Fig. 1: cell density map
Drawn at 2 px/um. The die is cut into 11 by 11 equal tiles; black is low, pale yellow is high, 0 to 100% covered.
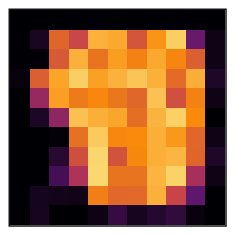
Fig. 2: placed cells, one color a class
Drawn at 3 px/um. Fill, decap, tap and diode cells in gray.
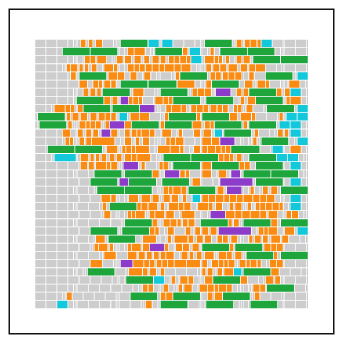
Fig. 3: routed clock nets over the placement
Drawn at 6 px/um.
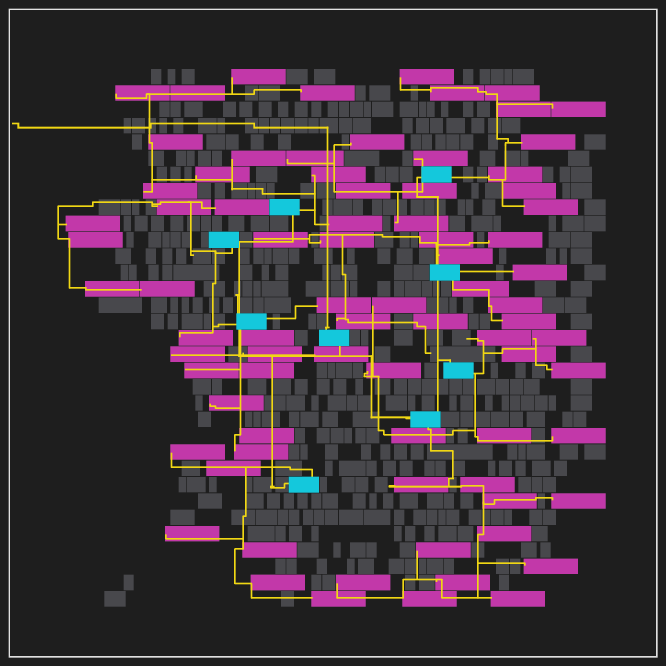
Fig. 4: close-up of the layout
Region (41, 41) to (66, 66) um. Cells in gray, sequential cells in the stronger gray; small squares are vias.
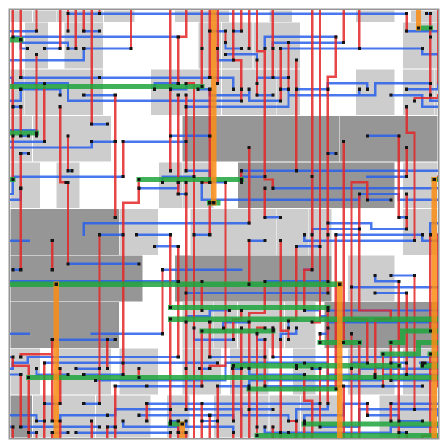
Fig. 5: clock routing
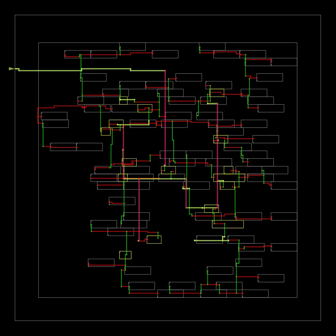
<file path="config.mk">
export PLATFORM = sky130hd
export DESIGN_NAME = ntt_job_arbiter
export DESIGN_NICKNAME = d
export VERILOG_FILES = /design/src/rtl/ntt_job_arbiter.sv
export SDC_FILE = /design/constraint.sdc
export NUM_CORES = 1
export LEC_CHECK = 0
export ABC_CLOCK_PERIOD_IN_PS = 3900
export CORE_MARGIN = 8
export CORE_UTILIZATION = 55
export CTS_CLUSTER_DIAMETER = 200
export CTS_CLUSTER_SIZE = 14
export DETAILED_ROUTE_END_ITERATION = 16
export GPL_ROUTABILITY_DRIVEN = 0
export PLACE_DENSITY = 0.8
export SKIP_CTS_REPAIR_TIMING = 1
export SLEW_MARGIN = 20
export SYNTH_ARGS = -nofsm -noshare
export SYNTH_HDL_FRONTEND = slang
export SYNTH_SLANG_ARGS = --single-unit
</file>
<file path="constraint.sdc">
create_clock -name clk -period 3.9 [get_ports clk]
set_input_delay 0.78 -clock clk [delete_from_list [all_inputs] [get_ports clk]]
set_output_delay 0.78 -clock clk [all_outputs]
set_load 0.03 [all_outputs]
</file>
<file path="src/rtl/ntt_job_arbiter.sv">
// rtl/ntt_job_arbiter.sv - two-requester round-robin job arbiter for a shared NTT core
// Sequences clear/launch/run of the core, muxes the polynomial bank and watches for hangs.
module ntt_job_arbiter #(
  parameter int          LOGN    = 8,
  parameter int          BANK_W  = 2,
  parameter int          CLR_CYC = 2,
  parameter int unsigned TIMEOUT = 65535,
  localparam int         AW      = (LOGN < 9) ? 10 : LOGN
) (
  input  logic                  clk,
  input  logic                  rst,
  input  logic [1:0]            req,
  input  logic [1:0]            req_intt,
  input  logic [2*BANK_W-1:0]   req_bank,
  output logic [1:0]            ack,
  output logic [1:0]            err,
  output logic                  busy,
  output logic                  core_rst,
  output logic                  core_start,
  output logic                  core_intt,
  input  logic                  core_finish,
  input  logic [AW-1:0]         core_rd_addr,
  input  logic [AW-1:0]         core_wr_addr,
  input  logic                  core_wea,
  output logic [BANK_W+AW-1:0]  mem_rd_addr,
  output logic [BANK_W+AW-1:0]  mem_wr_addr,
  output logic                  mem_we
);

  typedef enum logic [2:0] {IDLE, CLEAR, LAUNCH, RUN, DONE, FAIL} state_t;

  state_t              state;
  logic                last_grant;
  logic                grant;
  logic                pick;
  logic [BANK_W-1:0]   bank;
  logic [31:0]         clr_cnt;
  logic [31:0]         wdog;

  // With both requesting, the one not served last wins; otherwise the lone requester.
  always_comb begin
    pick = req[1];
    if (req[0] && req[1]) pick = ~last_grant;
  end

  always_ff @(posedge clk or posedge rst) begin
    if (rst) begin
      state      <= IDLE;
      last_grant <= 1'b1;
      grant      <= 1'b0;
      ack        <= 2'b00;
      err        <= 2'b00;
      busy       <= 1'b0;
      core_rst   <= 1'b1;
      core_start <= 1'b0;
      core_intt  <= 1'b0;
      bank       <= '0;
      clr_cnt    <= '0;
      wdog       <= '0;
    end else begin
      ack <= 2'b00;
      err <= 2'b00;
      case (state)
        IDLE: begin
          if (|req) begin
            grant     <= pick;
            core_intt <= req_intt[pick];
            bank      <= pick ? req_bank[2*BANK_W-1:BANK_W] : req_bank[BANK_W-1:0];
            clr_cnt   <= '0;
            busy      <= 1'b1;
            state     <= CLEAR;
          end
        end
        CLEAR: begin
          if (clr_cnt == 32'(CLR_CYC - 1)) begin
            core_rst   <= 1'b0;
            core_start <= 1'b1;
            state      <= LAUNCH;
          end else begin
            clr_cnt <= clr_cnt + 32'd1;
          end
        end
        LAUNCH: begin
          wdog  <= '0;
          state <= RUN;
        end
        RUN: begin
          // A finish arriving on the timeout cycle still counts as success.
          if (core_finish) begin
            ack        <= grant ? 2'b10 : 2'b01;
            core_rst   <= 1'b1;
            core_start <= 1'b0;
            state      <= DONE;
          end else if (wdog == TIMEOUT) begin
            err        <= grant ? 2'b10 : 2'b01;
            core_rst   <= 1'b1;
            core_start <= 1'b0;
            state      <= FAIL;
          end else begin
            wdog <= wdog + 32'd1;
          end
        end
        DONE, FAIL: begin
          last_grant <= grant;
          busy       <= 1'b0;
          state      <= IDLE;
        end
        default: state <= IDLE;
      endcase
    end
  end

  assign mem_rd_addr = {bank, core_rd_addr};
  assign mem_wr_addr = {bank, core_wr_addr};
  assign mem_we      = core_wea & (state == RUN);

endmodule

</file>
==> run summary <==
impl run done, here's what came out: share of layout cells above drive strength 1=0.0843, met3 usage=0.0365, power share of the sequential group=0.365, n_taps=105, Core Util, Final=0.613, post-place setup slack=between 0.9 and 1 ns, met1 GRT Util=0.279, DR WL met2=5240 um, status=finished, final reports clean, GR Overflow Total=0, Flop Count=79, root cell of the clock tree=clkbuf_8, most numerous cell in the Yosys netlist=dfrtp_1, Final Non-Filler Cells=627, total CTS buffers=9, Max Freq=approximately 320 MHz, adder share=0.00812, Final nets=between 500 and 600, fin crit period=roughly 3.1 ns, drt pass-1 iters=5, Antenna Cells=0, final hold slack=0.489 ns, critical path startpoint=state[0], Post-synth area hogs=dfrtp_1 (42%), o21ai_0 (4.2%), nand2_1 (3.9%), Mux area share=0.0222, TritonCTS clock tree=done, Hold Crit Start=busy, hold crit path type=flip-flop to flip-flop, WL final=11600 um, Synth Cell Area=4620 um^2, Top Consumer=combinational logic, biggest regs=clr_cnt: 32 flops, wdog: 32 flops, state: 3 flops, R2R Setup Slk=0.97 ns, Slew headroom=0.329, CP required=3.12 ns, sequential power=between 0.001 and 0.0015 W, Placed Cells=611, nonclk inv count=18, # H-tree levels=3, Comb power frac=0.391, Buf+Inv Stages, Crit Path=2, Seq area share=0.395, AND-OR/OR-AND share of the synthesized area=0.188, Top Metal Used=met4, yosys warns=0
-- Fig. 1 (at the start) --
emptiest ninth of the die: lower left
fullest tile: 91%
mean over tiles: 42%

-- Fig. 2 (at the start) --
[flip-flops] green | cells: 79
[all other logic] orange | cells: 398
[clock drivers and dummy loads] purple | cells: 16
[other buffers and delay cells] cyan | cells: 29

-- Fig. 3 (at the start) --
[flip-flops] magenta | count: 79
[cells driving clock nets] cyan | count: 9
[clock wires] yellow | length: 1070 um
routed clock nets: 10

-- Fig. 4 (at the start) --
[met4] orange
[met3] green
[met2] red
[met1] blue
cells with their middle in the window: 53
sequential cells in the window: 8
most frequent: dfrtp_1 (8), nor2_1 (6)
netlist names of flops here include: wdog (4), clr_cnt (2), state (2)

-- Fig. 5 (at the start) --
Late-Pin Clk Latency: 0.36 ns
Clock buffer cells: 9
Clk. pwr: 0.000711 W
Worst Clk Skew: 0.0150 ns
CTS Sinks: 79

Power figures rest on the tool's default switching activity, not on a simulated workload.
